<file path="config.mk">
export PLATFORM = sky130hd
export DESIGN_NAME = display_word_sequencer
export DESIGN_NICKNAME = d
export VERILOG_FILES = /design/src/rtl/display_word_sequencer.sv
export SDC_FILE = /design/constraint.sdc
export NUM_CORES = 1
export LEC_CHECK = 0
export ABC_AREA = 0
export ABC_CLOCK_PERIOD_IN_PS = 4200
export CAP_MARGIN = 20
export CORE_ASPECT_RATIO = 1.4
export CORE_MARGIN = 4
export CORE_UTILIZATION = 55
export DETAILED_ROUTE_END_ITERATION = 10
export PLACE_DENSITY = 0.77
export REMOVE_ABC_BUFFERS = 1
export SLEW_MARGIN = 20
export SYNTH_ARGS = -nofsm -noshare
export SYNTH_HDL_FRONTEND = slang
export SYNTH_SLANG_ARGS = --single-unit
</file>
<file path="constraint.sdc">
create_clock -name clk -period 4.2 [get_ports clk]
set_clock_uncertainty 0.05 [all_clocks]
set_input_delay 0.84 -clock clk [delete_from_list [all_inputs] [get_ports clk]]
set_output_delay 0.84 -clock clk [all_outputs]
set_load 0.01 [all_outputs]
</file>
<file path="src/rtl/display_word_sequencer.sv">
// Queues 32-bit hex words and shows each on an 8-digit seven-segment front end.
// Each word is held for HOLD_CYCLES. Leading zeros can optionally be blanked.
module display_word_sequencer #(
  parameter int HOLD_CYCLES = 50000000,
  parameter int DEPTH       = 4,
  parameter int BLANK_LZ    = 1
) (
  input  logic                     clk,
  input  logic                     rst_n,
  input  logic                     flush,
  input  logic [31:0]              data_in,
  input  logic                     data_valid,
  output logic                     data_ready,
  output logic [3:0]               dig7,
  output logic [3:0]               dig6,
  output logic [3:0]               dig5,
  output logic [3:0]               dig4,
  output logic [3:0]               dig3,
  output logic [3:0]               dig2,
  output logic [3:0]               dig1,
  output logic [3:0]               dig0,
  output logic [7:0]               turn_on,
  output logic [$clog2(DEPTH):0]   fifo_count
);
  localparam int AW = $clog2(DEPTH);
  localparam int HW = (HOLD_CYCLES > 2) ? $clog2(HOLD_CYCLES) : 1;
  localparam logic [HW-1:0] HOLD_MAX = HW'(HOLD_CYCLES - 1);
  localparam logic [AW:0]   FULL     = (AW+1)'(DEPTH);

  typedef enum logic {IDLE, SHOW} state_t;

  state_t          r_state, w_state_nxt;
  logic [31:0]     r_mem [DEPTH];
  logic [AW-1:0]   r_wptr, r_rptr;
  logic [AW:0]     r_count;
  logic [HW-1:0]   r_hold;
  logic [31:0]     r_disp;
  logic            w_push, w_pop, w_empty;
  logic [7:0]      w_lz;

  assign data_ready = (r_count != FULL);
  assign w_empty    = (r_count == '0);
  assign w_push     = data_valid & data_ready & ~flush;

  always_comb begin
    w_state_nxt = r_state;
    w_pop       = 1'b0;
    case (r_state)
      IDLE: if (!w_empty) begin
        w_pop       = 1'b1;
        w_state_nxt = SHOW;
      end
      SHOW: if (!w_empty && r_hold == HOLD_MAX) w_pop = 1'b1;
      default: w_state_nxt = IDLE;
    endcase
    if (flush) begin
      w_pop       = 1'b0;
      w_state_nxt = IDLE;
    end
  end

  always_ff @(posedge clk or negedge rst_n) begin
    if (!rst_n) r_state <= IDLE;
    else        r_state <= w_state_nxt;
  end

  // Pointers are exactly AW bits wide, so the natural overflow gives the wrap modulo DEPTH.
  always_ff @(posedge clk or negedge rst_n) begin
    if (!rst_n) begin
      r_wptr  <= '0;
      r_rptr  <= '0;
      r_count <= '0;
    end else if (flush) begin
      r_wptr  <= '0;
      r_rptr  <= '0;
      r_count <= '0;
    end else begin
      if (w_push) r_wptr <= r_wptr + AW'(1);
      if (w_pop)  r_rptr <= r_rptr + AW'(1);
      case ({w_push, w_pop})
        2'b10:   r_count <= r_count + (AW+1)'(1);
        2'b01:   r_count <= r_count - (AW+1)'(1);
        default: r_count <= r_count;
      endcase
    end
  end

  always_ff @(posedge clk) begin
    if (w_push) r_mem[r_wptr] <= data_in;
  end

  always_ff @(posedge clk or negedge rst_n) begin
    if (!rst_n) begin
      r_disp <= '0;
      r_hold <= '0;
    end else if (flush) begin
      r_disp <= '0;
      r_hold <= '0;
    end else if (w_pop) begin
      r_disp <= r_mem[r_rptr];
      r_hold <= '0;
    end else if (r_state == SHOW && r_hold != HOLD_MAX) begin
      r_hold <= r_hold + HW'(1);
    end
  end

  // Digit i stays lit when it or any more-significant digit is nonzero.
  for (genvar i = 0; i < 8; i++) begin : g_lz
    assign w_lz[i] = |r_disp[31:4*i];
  end

  always_comb begin
    turn_on = 8'h00;
    if (r_state == SHOW) turn_on = (BLANK_LZ != 0) ? (w_lz | 8'h01) : 8'hFF;
  end

  assign {dig7, dig6, dig5, dig4, dig3, dig2, dig1, dig0} = r_disp;
  assign fifo_count = r_count;
endmodule

</file>
run_1/floorplan.png
The bar under the picture is 20 um long. Pins as bars on the die edge. Tap cells in grey.
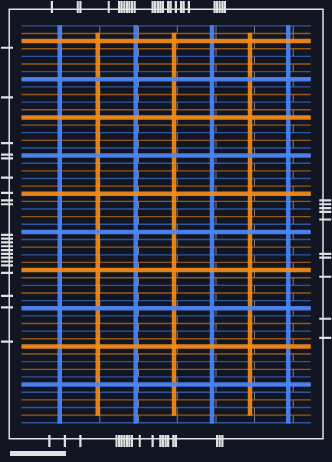
Orange stands for VDD. Blue stands for VSS.
7 straps on met4. 53 met1 rails follow the rows. The core has 52 rows. 189 tap cells.

run_1/class_map.png
The bar under the picture is 20 um long.
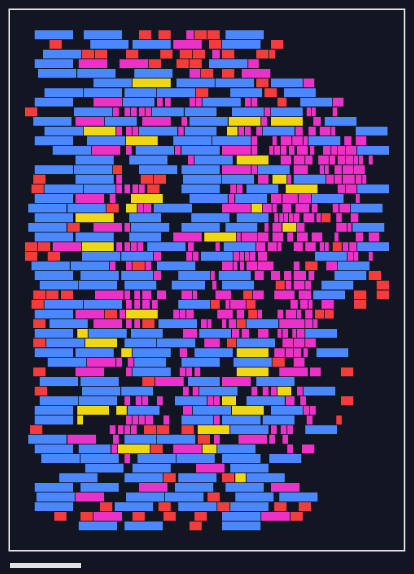
Magenta stands for remaining logic cells, cells 312. Red stands for remaining buffers and delay cells, cells 92. Yellow stands for clock drivers and dummy loads, cells 32. Blue stands for registers, cells 194.
Site Rows: 52
Core Region: 0.0146 mm^2
sequential cell area share: 57.0%
Final Cell Area: 0.00964 mm^2

run_1/clock_wires.png
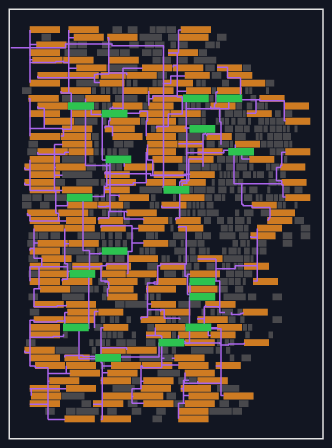
Orange stands for flip-flops, count 194. Green stands for clock-net drivers, count 17. Purple stands for clock wires, length 1980 um.
Position of the flops: all over the die. There are 18 routed clock nets.
P_clk: 1.67 mW
Clk pwr share: 28.3%
clk latency late pin: 0.43 ns

run_1/layers.png
The bar under the picture is 20 um long. Two of the layers only.
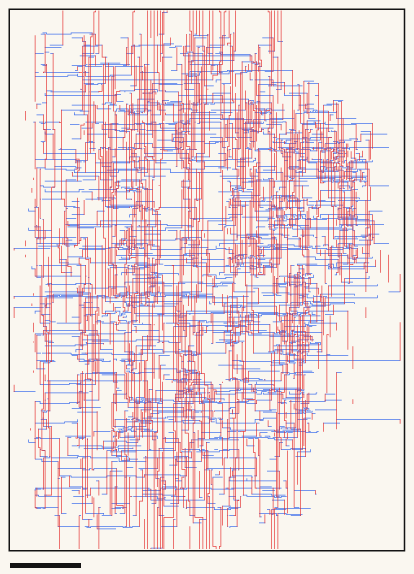
Blue stands for M1, wire length 6510 um. Red stands for M2, wire length 9410 um.

==> qor.yml, run 1 <==
routing:
  via_per_inst: 6.08
  antenna_left: 0
  drt-total-wl_um: 17200
  drt_pass1_iterations: 6
  drtIter0Drc: 402
  routedWlPerCell_um: 21.0
  vias: 4981
  drc: 0
setup_path:
  reg2reg_to: "fifo_count[1]$_DFFE_PN0P_"
  cpMostUsedCell: "nand2b_1"
  cp-endpoint: "turn_on[1]"
  slowest_stage: "nor4_1"
  crit_start: "r_disp[28]$_DFFE_PN0P_"
  critPathMaxFanout: 3
  cp-start-kind: "flip-flop"
  end_kind: "output pin"
  r2r_cells: 9
  required_ns: 3.31
  critPathMaxStageDelay_ns: 0.51
  rr_startpoint: "r_hold[0]$_DFFE_PN0P_"
  rrSetupSlack_ns: 0.66
die:
  die_y_um: 153
  die_x_um: 111
  chipArea_mm2: 0.0170
  floorplan.core_util_pct: 56.3
  boundaryPins: 80
pwr:
  p_int_mw: 3.96
  seqPwrFrac_pct: 41.9
  ir_worst_vdd_mv: 0.444
  p_sw_mw: 1.93
  power_frac_comb_pct: 29.8
  cellLeakagePower_nw: 3.38
  p_sw_share_pct: 32.7
  power.density_mw_per_mm2: 611
cts:
  cts_made_buffers: 17
  cts_sinks: 194
  cts_hold_buf: 0
  cts_tree: "yes"
  clk_pin_slew_ns: 0.08
  htree_levels: 4
  cts_repair_resize_count: 0
  clk_path_buf_depth: 2
yosys:
  most_common_cell: "edfxtp_1"
  synth_warnings: 0
  syn-cell-area_mm2: 0.00821
  ys_top_cells_by_area: "edfxtp_1, dfrtp_1, mux4_2, nand3_1, a21oi_1"
  yosysChipArea_mm2: 0.00821
  edf_count: 128
  ys.flops: 194
  synth_area_leader_cell: "edfxtp_1"
  synthCells: 546
  synth_top_area_share_pct: 46.8
  ys_types: 57
  async_flop_share_pct: 34.0
  ys_top_cells_by_count: "edfxtp_1, dfrtp_1, nand3_1, a21oi_1, o21ai_0"
  yosys_cells: 546
  ff_type: "edfxtp_1"
  ys_seq_share_pct: 67.0
place:
  placed_area_mm2: 0.00903
  io_buffer_count: 79
  dp_hpwl_um: 10500
  gp_congestion: 0.771
final_layout:
  layout.nets: 659
  final_core_util_pct: 66.2
  logic_area_mm2: 0.00240
  area_growth_pct: 17.5
  antenna_cells: 0
  fill_cells: 1027
  final_layout_size_suffix_gt1_share_pct: 14.4
  seq_area_mm2: 0.00550
timing:
  hold_viol: 0
  worst_slew_pin_slew_ns: 0.936
  slew_violations: 0
  slew_headroom_pct: 37.6
  finalCriticalPeriod_ns: 3.65
  setup_viol: 0
  period_used_pct: 87.0
  rsz0062_at_grt: "no"
  setup_tns_ns: 0
  fmax_mhz: 274
grt:
  gr-total-overflow: 0
  grt_pass1_vias: 5259
  grt_max_degree: 47
  grt_pass1_wl_um: 28000
  antenna_found_initial: 0
  grt_usage_pct: 21.0
flow_run:
  cap_viol_max_count: 0
  tool_warnings: 28
status:
  outcome: "finished, final reports clean"
hold_path:
  worstHoldPathType: "input port to asynchronous set/reset pin"
## run 1: sequential cells by signal (all words and copies together) (netlist names)
name	cells
r_mem	128
r_disp	32
r_hold	26
fifo_count	3
r_rptr	2
r_wptr	2
r_state	1
## run 1: layer usage
metal | global-route usage (%) | routed length, um | up-vias
li1 | - | - | 2234
met4 | 7.30 | 313 | 0
met2 | 37.9 | 9410 | 153
met3 | 4.77 | 980 | 28
met5 | 0 | 0 | -
met1 | 24.6 | 6510 | 2566
## run 1: area by class of cell
cell class / count / share of cell area (%)
Clock inverter: 15 / 1.89
Inverter: 5 / 0.195
Sequential cell: 194 / 57.0
Tap cell: 189 / 2.45
Multi-Input combinational cell: 307 / 24.9
Timing Repair Buffer: 92 / 9.11
Clock buffer: 17 / 4.41
## run 1: cell usage in the layout, fill, tap and decap left out, drive strengths merged, types with 5 or more instances in the layout
cell	n
a21oi	39
and2	7
and3	6
inv	16
dfrtp	66
mux4	32
nor2	31
clkbuf	17
o21ai	38
o211ai	6
nand4	13
ha	5
buf	15
nand3	43
nor3	5
xor2	20
edfxtp	128
clkdlybuf4s50	77
nand2	13
or3	5
## run 1: critical path, delay by kind of cell (launching register included)
kind	cells	cell delay (ns)
simple gates	4	1.05
buf+inv	1	0.48
flops	1	0.41
compound gates	1	0.40
## run 1: through the flow
| step | cells | setup WS (ns) | hold slack (ns) | total power [mW] |
|---|---|---|---|---|
| after floorplan | 506 | 0.707 | 0.448 | 3.40 |
| after global placement | 787 | 0.856 | 0.468 | 4.21 |
| after detailed placement | 787 | 0.740 | 0.491 | 4.26 |
| after CTS | 819 | 0.503 | 0.434 | 5.92 |
| after global routing | 819 | 0.300 | 0.457 | 6.18 |
| final | 819 | 0.546 | 0.429 | 5.89 |
## run 1: power by group through the flow
stage | clock network (mW) | registers (mW) | logic (mW)
5_1_grt | 1.77 | 2.50 | 1.91
6_report | 1.67 | 2.47 | 1.76
3_5_place_dp | 0 | 2.51 | 1.76
4_1_cts | 1.68 | 2.47 | 1.77
2_1_floorplan | 0 | 2.55 | 0.850
3_3_place_gp | 0 | 2.49 | 1.72
## run 1: how the worst min path moves through the flow
stage | to | slack, ns | cells past startpoint
2_1_floorplan | r_hold[15]$_DFFE_PN0P_ | 0.45 | 2
3_3_place_gp | r_hold[15]$_DFFE_PN0P_ | 0.47 | 2
3_5_place_dp | r_hold[15]$_DFFE_PN0P_ | 0.49 | 2
4_1_cts | r_disp[15]$_DFFE_PN0P_ | 0.43 | 1
5_1_grt | r_disp[13]$_DFFE_PN0P_ | 0.46 | 1
6_report | r_disp[3]$_DFFE_PN0P_ | 0.43 | 1
## run 1: logic make-up after synthesis
logic type	count (synthesis)	share of synthesized area, %
AND-OR/OR-AND	97	6.83
XOR/XNOR	24	2.56
adder cells (fa/ha/maj)	6	1.01
buffers and inverters	45	3.80
flip-flops	194	67.0
multiplexers	33	8.92
AND/OR/NAND/NOR	147	9.91
## Run 2: what changed since run 1
--- a/config.mk
+++ b/config.mk
@@ -7,13 +7,14 @@
 export LEC_CHECK = 0
 export ABC_AREA = 0
 export ABC_CLOCK_PERIOD_IN_PS = 4200
-export CAP_MARGIN = 20
 export CORE_ASPECT_RATIO = 1.4
 export CORE_MARGIN = 4
 export CORE_UTILIZATION = 55
+export CTS_CLUSTER_DIAMETER = 200
 export DETAILED_ROUTE_END_ITERATION = 10
 export PLACE_DENSITY = 0.77
 export REMOVE_ABC_BUFFERS = 1
+export SKIP_CTS_REPAIR_TIMING = 1
 export SLEW_MARGIN = 20
 export SYNTH_ARGS = -nofsm -noshare
 export SYNTH_HDL_FRONTEND = slang
run_2/class_map.png
The bar under the picture is 20 um long.
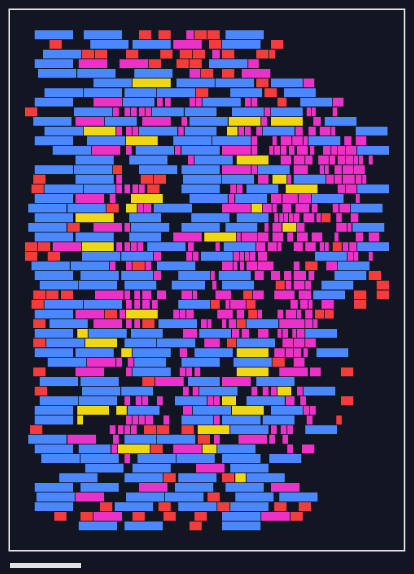
Blue stands for registers, cells 194. Red stands for remaining buffers and delay cells, cells 92. Yellow stands for clock drivers and dummy loads, cells 32. Magenta stands for remaining logic cells, cells 312.

==> qor.yml, run 2 <==
die:
  fp-row-count: 52  # unchanged
  die_y_um: 153  # unchanged
  chipArea_mm2: 0.0170  # unchanged
  die_x_um: 111  # unchanged
  fp.coreArea_mm2: 0.0146  # unchanged
  boundaryPins: 80  # unchanged
  floorplan.core_util_pct: 56.3  # unchanged
yosys:
  ys_types: 57  # unchanged
  most_common_cell: "edfxtp_1"
  ys_seq_share_pct: 67.0  # unchanged
  synth_warnings: 0  # unchanged
  synthCells: 546  # unchanged
  synth_top_area_share_pct: 46.8  # unchanged
  ff_type: "edfxtp_1"
  ys_top_cells_by_area: "edfxtp_1, dfrtp_1, mux4_2, nand3_1, a21oi_1"
  async_flop_share_pct: 34.0  # unchanged
  synth_area_leader_cell: "edfxtp_1"
  yosys_cells: 546  # unchanged
  syn-cell-area_mm2: 0.00821  # unchanged
  postSynthAreaPerCell_um2: 15.0
  yosysChipArea_mm2: 0.00821  # unchanged
  ys.flops: 194  # unchanged
  edf_count: 128  # unchanged
  ys_top_cells_by_count: "edfxtp_1, dfrtp_1, nand3_1, a21oi_1, o21ai_0"
final_layout:
  top_regs: "r_mem (128), r_disp (32), r_hold (26)"
  antenna_cells: 0  # unchanged
  largest_reg_flops: 128  # unchanged
  final_core_util_pct: 66.2  # unchanged
  top_register: "r_mem"
  mostFrequentLayoutCells: "edfxtp_1, clkdlybuf4s50_1, dfrtp_1"
  layout.nets: 659  # unchanged
  layout.cells.most_common: "edfxtp_1"
  final_layout_size_suffix_gt1_share_pct: 14.4  # unchanged
  area_growth_pct: 17.5  # unchanged
routing:
  vias: 4981  # unchanged
  drtIter0Drc: 402  # unchanged
  drc: 0  # unchanged
  via_per_inst: 6.08  # unchanged
  drt-total-wl_um: 17200  # unchanged
  antenna_left: 0  # unchanged
  routedWlPerCell_um: 21.0  # unchanged
  drt_pass1_iterations: 6  # unchanged
setup_path:
  rr_startpoint: "r_hold[0]$_DFFE_PN0P_"
  worstPathArrival_ns: 2.76
  crit_start: "r_disp[28]$_DFFE_PN0P_"
  worst-setup-path-type: "flip-flop to output pin"
  end_kind: "output pin"
  required_ns: 3.31  # about the same
  critPathMaxFanout: 3  # unchanged
  cp-start-kind: "flip-flop"
pwr:
  power.density_mw_per_mm2: 611  # unchanged
  power.total_mw: 5.89  # unchanged
  ir_worst_vdd_mv: 0.444  # unchanged
  cellLeakagePower_nw: 3.38  # unchanged
place:
  dpl_worst_slack_ns: 0.740  # unchanged
  dp_hpwl_um: 10500  # unchanged
  gp_congestion: 0.771  # unchanged
  io_buffer_count: 79  # unchanged
timing:
  rsz0062_at_grt: "no"
  hold_viol: 0  # unchanged
  postLayoutSetupSlackWorst_ns: 0.546  # unchanged
  period_used_pct: 87.0  # unchanged
  setup_viol: 0  # unchanged
  setup_tns_ns: 0  # unchanged
  whs_ns: 0.429  # unchanged
  finalCriticalPeriod_ns: 3.65  # unchanged
  fmax_mhz: 274  # unchanged
  slew_violations: 0  # unchanged
  slew_headroom_pct: 37.6  # unchanged
  worst_slew_pin_slew_ns: 0.936  # unchanged
cts:
  clk_latency_ns: 0.43  # about the same
  cts_sinks: 194  # unchanged
  cts_root_buf: "clkbuf_16"
  clk_pin_slew_ns: 0.08  # about the same
  cts_tree: "yes"
  htree_levels: 4  # unchanged
  cts_made_buffers: 17  # unchanged
  clk_path_buf_depth: 2  # unchanged
grt:
  grt_pass1_wl_um: 28000  # unchanged
  gr-total-overflow: 0  # unchanged
  grt_max_degree: 47  # unchanged
  grt_usage_pct: 21.0  # unchanged
  antenna_found_initial: 0  # unchanged
  grt_pass1_vias: 5259  # unchanged
status:
  outcome: "finished, final reports clean"
hold_path:
  worstHoldPathType: "input port to asynchronous set/reset pin"
flow_run:
  cap_viol_max_count: 0  # unchanged
  tool_warnings: 28  # unchanged
run_2/layers.png
The bar under the picture is 20 um long. Two of the layers only.
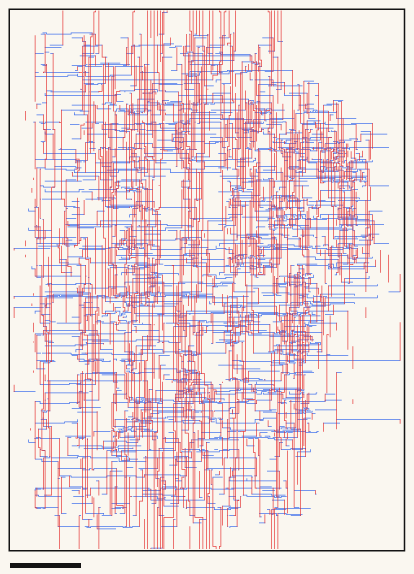
Blue stands for M1, wire length 6510 um. Red stands for M2, wire length 9410 um.

-- run 2: layout make-up --
type	instances	area [um^2]
Clock inverter	15	183
Sequential cell	194	5500
Clock buffer	17	425
Timing Repair Buffer	92	878
Inverter	5	18.8
Fill cell	1027	4930
Tap cell	189	236
Multi-Input combinational cell	307	2400
-- run 2: path summary, 6_finish.rpt --
kind | endpoint | slack (ns) | cells past startpoint
worst max-delay path | turn_on[1] | 0.55 | 6
worst min register to register | r_disp[3]$_DFFE_PN0P_ | 0.50 | 2
worst max register to register | fifo_count[1]$_DFFE_PN0P_ | 0.66 | 9
worst min-delay path | r_disp[3]$_DFFE_PN0P_ | 0.43 | 1
min in group clk | r_disp[3]$_DFFE_PN0P_ | 0.50 | 2
max in group asynchronous | r_disp[10]$_DFFE_PN0P_ | 2.73 | 2
-- run 2: report_power, final --
group          total [mW]  internal, mW  leakage, nW  switching, mW
combinational        1.76         0.798         1.01          0.959
sequential           2.47          2.26         2.06          0.211
clock                1.67         0.910        0.303          0.755
total                5.89          3.96         3.38           1.93
-- run 2: critical path, cell delays in order (launching register included) --
cell and delay, ns:
dfrtp_1 0.41, nor4_1 0.51, nand3_1 0.21, o31a_1 0.40
nand2b_1 0.18, nand2b_1 0.15, clkdlybuf4s50_1 0.48
-- run 2: cell families (layout without fill, tap and decap cells) --
kind of cell / count (synthesis) / in the layout / synth area share, %
compound gates: 97 / 97 / 6.83
xor+xnor: 24 / 24 / 2.56
fa+ha+maj: 6 / 6 / 1.01
buf+inv: 45 / 129 / 3.80
flops: 194 / 194 / 67.0
mux: 33 / 33 / 8.92
simple gates: 147 / 147 / 9.91
-- run 2: layer usage --
metal | global-route usage [%] | part of all wire [%] | vias up
met5 | 0 | 0 | -
met4 | 7.30 | 1.8 | 0
met3 | 4.77 | 5.7 | 28
met2 | 37.9 | 55 | 153
met1 | 24.6 | 38 | 2566
li1 | - | - | 2234
-- run 2: per-stage QoR --
step           area [um^2]  instances
4_1_cts               9640        819
3_3_place_gp          9030        787
5_1_grt               9640        819
2_1_floorplan         7910        506
6_report              9640        819
3_5_place_dp          9030        787
## Run 3: what changed since run 2
--- a/config.mk
+++ b/config.mk
@@ -5,7 +5,7 @@
 export SDC_FILE = /design/constraint.sdc
 export NUM_CORES = 1
 export LEC_CHECK = 0
-export ABC_AREA = 0
+export ABC_AREA = 1
 export ABC_CLOCK_PERIOD_IN_PS = 4200
 export CORE_ASPECT_RATIO = 1.4
 export CORE_MARGIN = 4
run_3/clock_wires.png
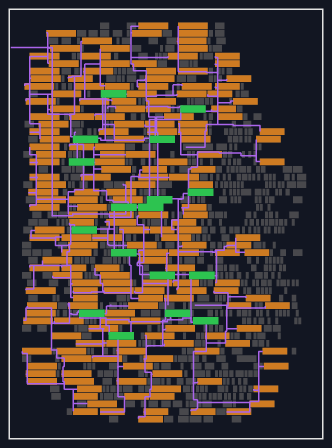
Purple stands for clock wires, length 2010 um. Orange stands for flip-flops, count 194. Green stands for clock-net drivers, count 17.
There are 18 routed clock nets.
P_clk: 1.69 mW
Clk pwr share: 27.1%

run_3/placed.png
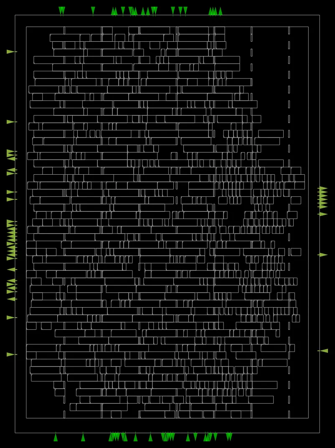
utilization after layout: 66.3%
# fillers: 1131
n_taps: 192
Site Rows: 53
Final Non-Filler Cells: 1048

==> qor.yml, run 3 <==
yosys:
  postSynthAreaPerCell_um2: 10.8  # -28%
  async_flop_share_pct: 34.0  # unchanged
  synth_warnings: 0  # unchanged
  ys.flops: 194  # unchanged
  ys_types: 34  # -40%
  edf_count: 128  # unchanged
  synthCells: 772  # +41%
  synth_area_leader_cell: "edfxtp_1"
  most_common_cell: "nand2_1"
  ys_top_cells_by_area: "edfxtp_1, dfrtp_1, nand2_1, a32o_1, inv_1"
  yosysChipArea_mm2: 0.00836  # +1.9%
  synth_top_area_share_pct: 46.0  # -0.89 points
  yosys_cells: 772  # +41%
  syn-cell-area_mm2: 0.00836  # +1.9%
  ff_type: "edfxtp_1"
  ys_seq_share_pct: 65.7  # -1.3 points
  ys_top_cells_by_count: "nand2_1, edfxtp_1, inv_1, dfrtp_1, nor2_1"
grt:
  antenna_found_initial: 0  # unchanged
  grt_usage_pct: 24.3  # +3.3 points
  grt_pass1_vias: 6490  # +23%
  grt_pass1_wl_um: 33100  # +18%
  gr-total-overflow: 0  # unchanged
  grt_max_degree: 69  # +47%
setup_path:
  required_ns: 3.31  # about the same
  worst-setup-path-type: "flip-flop to output pin"
  worstPathArrival_ns: 2.37  # -0.39 ns
  crit_start: "r_disp[27]$_DFFE_PN0P_"
  rr_startpoint: "r_hold[0]$_DFFE_PN0P_"
  end_kind: "output pin"
  cp-start-kind: "flip-flop"
  critPathMaxFanout: 2  # -1
  reg2reg_to: "r_hold[24]$_DFFE_PN0P_"
  r2r_cells: 12  # +3
  cp-endpoint: "turn_on[1]"
  rrSetupSlack_ns: 1.37  # +0.71 ns
routing:
  routedWlPerCell_um: 19.7  # -6.5%
  drc: 0  # unchanged
  drt-total-wl_um: 20600  # +20%
  vias: 6229  # +25%
  via_per_inst: 5.94  # -2.3%
  antenna_left: 0  # unchanged
  drt_pass1_iterations: 6  # unchanged
  drtIter0Drc: 514  # +28%
die:
  boundaryPins: 80  # unchanged
  floorplan.core_util_pct: 55.8  # -0.49 points
  fp.coreArea_mm2: 0.0150  # +2.8%
  die_x_um: 112  # +0.89%
  chipArea_mm2: 0.0173  # +1.8%
  die_y_um: 154  # +0.91%
pwr:
  seqPwrFrac_pct: 39.8  # -2.1 points
  cellLeakagePower_nw: 3.84  # +14%
  p_sw_share_pct: 35.2  # +2.5 points
  p_sw_mw: 2.19  # +14%
  power.density_mw_per_mm2: 626  # +2.5%
  p_int_mw: 4.03  # +1.7%
  ir_worst_vdd_mv: 0.413  # -6.9%
  power_frac_comb_pct: 33.1  # +3.3 points
final_layout:
  top_register: "r_mem"
  largest_reg_flops: 128  # unchanged
  top_regs: "r_mem (128), r_disp (32), r_hold (26)"
  mostFrequentLayoutCells: "nand2_1, edfxtp_1, clkdlybuf4s50_1"
  area_growth_pct: 18.7
  antenna_cells: 0  # unchanged
  final_layout_size_suffix_gt1_share_pct: 7.13  # -7.3 points
  layout.cells.most_common: "nand2_1"
  layout.nets: 885  # +34%
timing:
  slew_violations: 0  # unchanged
  slew_headroom_pct: 34.4  # -3.2 points
  finalCriticalPeriod_ns: 3.26  # -0.395 ns
  period_used_pct: 77.6  # -9.4 points
  hold_viol: 0  # unchanged
  rsz0062_at_grt: "no"
  setup_viol: 0  # unchanged
  whs_ns: 0.425  # -0.00353 ns
  fmax_mhz: 307  # +12%
  setup_tns_ns: 0  # unchanged
  worst_slew_pin_slew_ns: 0.982  # +0.0461 ns
status:
  outcome: "finished, final reports clean"
cts:
  htree_levels: 4  # unchanged
  clk_path_buf_depth: 2  # unchanged
  clk_latency_ns: 0.43  # about the same
  cts_tree: "yes"
  cts_made_buffers: 17  # unchanged
  cts_root_buf: "clkbuf_16"
  cts_sinks: 194  # unchanged
  clk_pin_slew_ns: 0.08  # about the same
place:
  gp_congestion: 0.932  # +21%
  dp_hpwl_um: 12600  # +21%
  io_buffer_count: 79  # unchanged
hold_path:
  worstHoldPathType: "input port to asynchronous set/reset pin"
flow_run:
  cap_viol_max_count: 0  # unchanged
  tool_warnings: 28  # unchanged
-- run 3: how the worst min path moves through the flow --
stage | cells after the start | end | slack, ns
global placement | 2 | r_disp[12]$_DFFE_PN0P_ | 0.44
finish | 1 | r_hold[15]$_DFFE_PN0P_ | 0.43
global route | 1 | r_wptr[1]$_DFFE_PN0P_ | 0.48
detailed placement | 2 | r_disp[0]$_DFFE_PN0P_ | 0.44
floorplan | 1 | r_hold[8]$_DFFE_PN0P_ | 0.45
CTS | 1 | r_hold[15]$_DFFE_PN0P_ | 0.45
-- run 3: final cells by class --
type	count	area [um^2]	share of cell area, %
Sequential cell	194	5500	55.4
Multi-Input combinational cell	471	2450	24.6
Timing Repair Buffer	88	853	8.59
Clock buffer	18	429	4.32
Inverter	71	272	2.73
Tap cell	192	240	2.42
Clock inverter	14	193	1.94
-- run 3: kinds of logic (layout without fill, tap and decap cells) --
family	Yosys count	count (layout)	synth area share (%)
compound gates	131	131	10.1
xor+xnor	12	12	1.26
fa+ha+maj	6	6	0.987
buf+inv	107	191	5.41
flops	194	194	65.7
simple gates	322	322	16.6
-- run 3: power by group through the flow --
stage               registers (mW)  clock network [mW]  logic (mW)
floorplan                     2.58                   0       0.995
global placement              2.49                   0        1.96
detailed placement            2.50                   0        2.03
CTS                           2.47                1.70        2.06
global route                  2.49                1.78        2.23
finish                        2.47                1.69        2.06
-- run 3: layer usage --
metal	share of wire (%)	up-vias	global-route usage, %
met5	0	-	0
met4	3.4	0	10.3
met3	6.3	51	4.49
met2	53	302	42.5
met1	37	3051	29.3
li1	-	2825	-
-- run 3: worst max-delay path, cell delays in order, from the launching register on --
cell             delay (ns)
dfrtp_1                0.38
inv_1                  0.09
nand4_1                0.17
nor2_1                 0.20
nand4_1                0.09
inv_1                  0.09
nand2_1                0.10
inv_1                  0.10
nand2_1                0.05
nand2_1                0.09
o21ai_0                0.08
clkdlybuf4s50_1        0.49
-- run 3: through the flow --
stage	setup WS, ns	std cells	area (um^2)	util (%)	power (mW)
after global routing	0.796	1048	9930	66.3	6.51
after detailed placement	1.40	1016	9310	62.1	4.53
final	0.942	1048	9930	66.3	6.22
after global placement	1.44	1016	9310	62.1	4.44
after CTS	0.931	1048	9930	66.2	6.23
after floorplan	0.982	736	8180	-	3.58
No activity file was given, so power comes from the tool's default toggle rates.
